`config.mk`:
```
export PLATFORM = sky130hd
export DESIGN_NAME = instruction_fetch_controller
export DESIGN_NICKNAME = d
export VERILOG_FILES = /design/src/rtl/instruction_fetch_controller.sv
export SDC_FILE = /design/constraint.sdc
export NUM_CORES = 1
export LEC_CHECK = 0
export ABC_CLOCK_PERIOD_IN_PS = 3000
export CAP_MARGIN = 20
export CELL_PAD_IN_SITES_DETAIL_PLACEMENT = 1
export CELL_PAD_IN_SITES_GLOBAL_PLACEMENT = 2
export CORE_MARGIN = 8
export CORE_UTILIZATION = 22
export CTS_CLUSTER_DIAMETER = 60
export DETAILED_ROUTE_END_ITERATION = 12
export PLACE_DENSITY = 0.85
export SYNTH_ARGS = -nofsm -noshare
export SYNTH_HDL_FRONTEND = slang
export SYNTH_SLANG_ARGS = --single-unit
export TNS_END_PERCENT = 20
```
`constraint.sdc`:
```
create_clock -name Clk -period 3 [get_ports Clk]
set_input_delay 0.6 -clock Clk [delete_from_list [all_inputs] [get_ports Clk]]
set_output_delay 0.6 -clock Clk [all_outputs]
set_load 0.02 [all_outputs]
```
`src/rtl/instruction_fetch_controller.sv`:
```
// Instruction fetch controller: streams a program image into instruction
// memory (LOAD), then drives the fetch PC (RUN) until halt (HALT).
//
// Ports:
//   Clk, Reset            clock, synchronous active-high reset
//   LoadValid/Data/Done   program loader handshake; LoadReady high in LOAD
//   MemWrEn/WrData/Addr   instruction memory write strobe, data, byte addr
//   Stall, Redirect,      downstream hazard, taken branch/jump and its
//   RedirectTarget, Halt  target, halt seen by decode
//   PC, PCPlus4           fetch byte address and its link value
//   InstrValid, Halted    valid fetch this cycle, controller halted
//   FetchCount            valid fetches since reset
module instruction_fetch_controller #(
  parameter int          ADDR_W   = 10,
  parameter logic [31:0] RESET_PC = 32'h0000_0000
) (
  input  logic        Clk,
  input  logic        Reset,
  input  logic        LoadValid,
  input  logic [31:0] LoadData,
  input  logic        LoadDone,
  output logic        LoadReady,
  output logic        MemWrEn,
  output logic [31:0] MemWrData,
  output logic [31:0] MemAddr,
  input  logic        Stall,
  input  logic        Redirect,
  input  logic [31:0] RedirectTarget,
  input  logic        Halt,
  output logic [31:0] PC,
  output logic [31:0] PCPlus4,
  output logic        InstrValid,
  output logic        Halted,
  output logic [31:0] FetchCount
);

  typedef enum logic [1:0] {
    LOAD,
    RUN,
    HALT
  } state_t;

  state_t            state;
  state_t            state_nx;
  logic [ADDR_W-1:0] load_cnt;
  logic [ADDR_W-1:0] load_cnt_nx;
  logic [31:0]       pc;
  logic [31:0]       pc_nx;
  logic [31:0]       fcnt;
  logic [31:0]       fcnt_nx;
  logic              full;

  // Last memory word is being pointed at; writing it ends the load.
  assign full = &load_cnt;

  always_ff @(posedge Clk) begin
    if (Reset) begin
      state    <= LOAD;
      load_cnt <= '0;
      pc       <= RESET_PC;
      fcnt     <= '0;
    end else begin
      state    <= state_nx;
      load_cnt <= load_cnt_nx;
      pc       <= pc_nx;
      fcnt     <= fcnt_nx;
    end
  end

  always_comb begin
    state_nx    = state;
    load_cnt_nx = load_cnt;
    pc_nx       = pc;
    fcnt_nx     = fcnt;
    LoadReady   = 1'b0;
    MemWrEn     = 1'b0;
    MemAddr     = pc;
    InstrValid  = 1'b0;
    Halted      = 1'b0;
    unique case (state)
      LOAD: begin
        LoadReady = 1'b1;
        MemWrEn   = LoadValid;
        MemAddr   = {{(30-ADDR_W){1'b0}}, load_cnt, 2'b00};
        pc_nx     = RESET_PC;
        // Counter saturates at the last word; the load is over by then.
        if (LoadValid && !full)
          load_cnt_nx = load_cnt + ADDR_W'(1);
        if (LoadDone || (LoadValid && full))
          state_nx = RUN;
      end
      RUN: begin
        InstrValid = ~Stall;
        if (!Stall)
          fcnt_nx = fcnt + 32'd1;
        // Halt beats redirect; redirect beats stall.
        if (Halt)
          state_nx = HALT;
        else if (Redirect)
          pc_nx = {RedirectTarget[31:2], 2'b00};
        else if (!Stall)
          pc_nx = pc + 32'd4;
      end
      HALT: begin
        Halted = 1'b1;
      end
      default: begin
        state_nx = LOAD;
      end
    endcase
  end

  assign MemWrData  = LoadData;
  assign PC         = pc;
  assign PCPlus4    = pc + 32'd4;
  assign FetchCount = fcnt;

endmodule

```
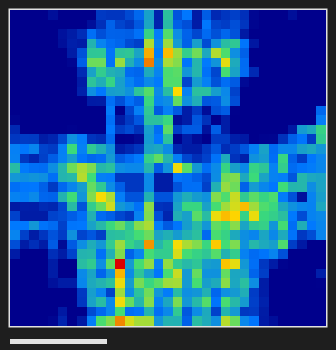
Figure 1: routed metal per tile.
Bar = 50 um. 33 x 33 tiles, from dark blue (low) to red (high), scaled to the fullest tile. Values are wire area over tile area, all layers added.
nearly empty tiles = 28%
mean over tiles = 0.11
tiles over half the peak = 11%
fullest tile = 0.49
emptiest ninth of the die = upper right

==> flow_metrics.env <==
# physical design summary
export IMPL_holdPathStages=2
export IMPL_power_density_nw_per_um2=347.1
export IMPL_simple_gate_share_pct=31.76
export IMPL_setup_violations=0
export IMPL_most_common_cell="dfxtp_1"
export IMPL_worstRegToRegCells=6
export IMPL_row_count=54
export IMPL_status="finished clean"
export IMPL_overflow=0
export IMPL_crit_buf_inv=2
export IMPL_drt_iter0_markers=232
export IMPL_edf_count=0
export IMPL_p_leak_nw=2.710
export IMPL_critPathTopFamily="buffers and inverters"
export IMPL_grt_use_total_pct=14.12
export IMPL_clkPwrFrac_pct=45.5
export IMPL_design_area_um2=7003
export IMPL_hold_viol=0
export IMPL_buffer_area_share_pct=28.07
export IMPL_ys_types=63
export IMPL_cp_required_ns=2.40
export IMPL_internal_power_w=0.001782
export IMPL_antenna_found_initial=2
export IMPL_synth_cellmix_compoundShare_pct=13.49
export IMPL_wirelength_um=18940
export IMPL_io_buffers=162
export IMPL_clockBufferDepth=2
export IMPL_grt_start_max_net_pins=45
export IMPL_synth_xor_area_share_pct=9.569
export IMPL_grt_pass1_vias=5001
export IMPL_skew_ns=0.01244
export IMPL_via_per_inst=4.664
export IMPL_ant_nets=0
export IMPL_synthTopCellsByArea="dfxtp_1 31%, buf_4 6.0%, xnor2_1 5.3%"
export IMPL_comb_share_pct=40.61
export IMPL_ys_chip_area_um2=4760
export IMPL_post_route_period_util_pct=98.06
export IMPL_common_cells="74 x dfxtp_1, 62 x nor2_1, 49 x nand2_1"
export IMPL_netlist_area_leader_share_pct=31.13
export IMPL_cts_tree="built"
export IMPL_hold_buffers=0
export IMPL_place_ws_ns=0.1177
export IMPL_hold_class="reg -> reg"
export IMPL_stdcell_count=1041
export IMPL_grt_pass1_wl_um=29250
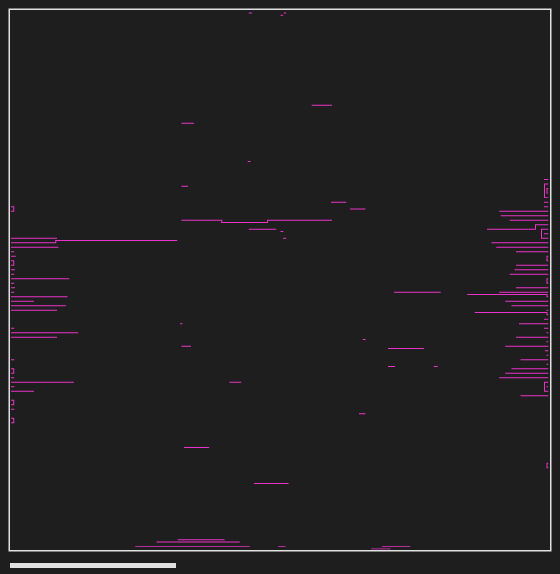
Figure 2: the metal 3 layer.
Bar = 50 um.
longest straight run = 36.6 um
nets with wire on the layer = 85
wire length on this layer = 791 um
main direction = horizontal

==> worst paths after layout <==
| check | to | startpoint |
|---|---|---|
| setup reg to reg | PC[27] | PC[12] |
| hold reg to reg | FetchCount[31] | FetchCount[31] |
| hold / removal | FetchCount[31] | FetchCount[31] |
| setup / recovery | PCPlus4[15] | PC[8] |
==> metal layers <==
metal  track usage (%)  share of wire [%]  vias to the layer above
li1                  -                  -                     2369
met1             17.82                 46                     2364
met2             23.09                 47                       95
met3             2.520                4.2                       27
met4             6.380                2.4                        0
met5                 0                  0                        -
==> repair_timing <==
| action | in CTS | in global routing |
|---|---|---|
| pin swaps | 0 | 1 |
| gates resized | 18 | 8 |
| cloned | 0 | 0 |
| buffers inserted | 0 | 1 |
| endpoints found under the setup margin | 18 | 8 |
==> power by group through the flow <==
stage,Sequential [W],Clock [W],Combinational [W]
final,0.00102,0.00111,0.000309
after floorplan,0.00104,0,0.000214
after global routing,0.00102,0.00118,0.000335
after CTS,0.00101,0.00115,0.000315
after global placement,0.00104,0,0.000311
after detailed placement,0.00104,0,0.000315
==> state kept, by name, indices dropped and copies added (netlist names) <==
signal,flops
load_cnt,10
FetchCount,32
PC,30
state,2
==> cell usage in the layout, fill, tap and decap left out, types with 9 or more instances in the layout <==
cell type / instances
clkdlybuf4s50_1: 143
dfxtp_1: 73
nor2_1: 62
nand2_1: 49
buf_4: 46
xnor2_1: 29
nand3_1: 28
o21ai_0: 28
nand4_1: 27
xor2_1: 23
nor2b_1: 23
a21oi_1: 19
inv_1: 15
dlygate4sd2_1: 13
and3_1: 12
mux2_2: 12
nor3_1: 10
clkbuf_16: 9
==> tightest hold or removal path: cells and delay by family, from the launching register on <==
family / cells / cell delay (ns)
flip-flops: 1 / 0.32
AND/OR/NAND/NOR: 2 / 0.14
Power is estimated from default activity; no workload was simulated.
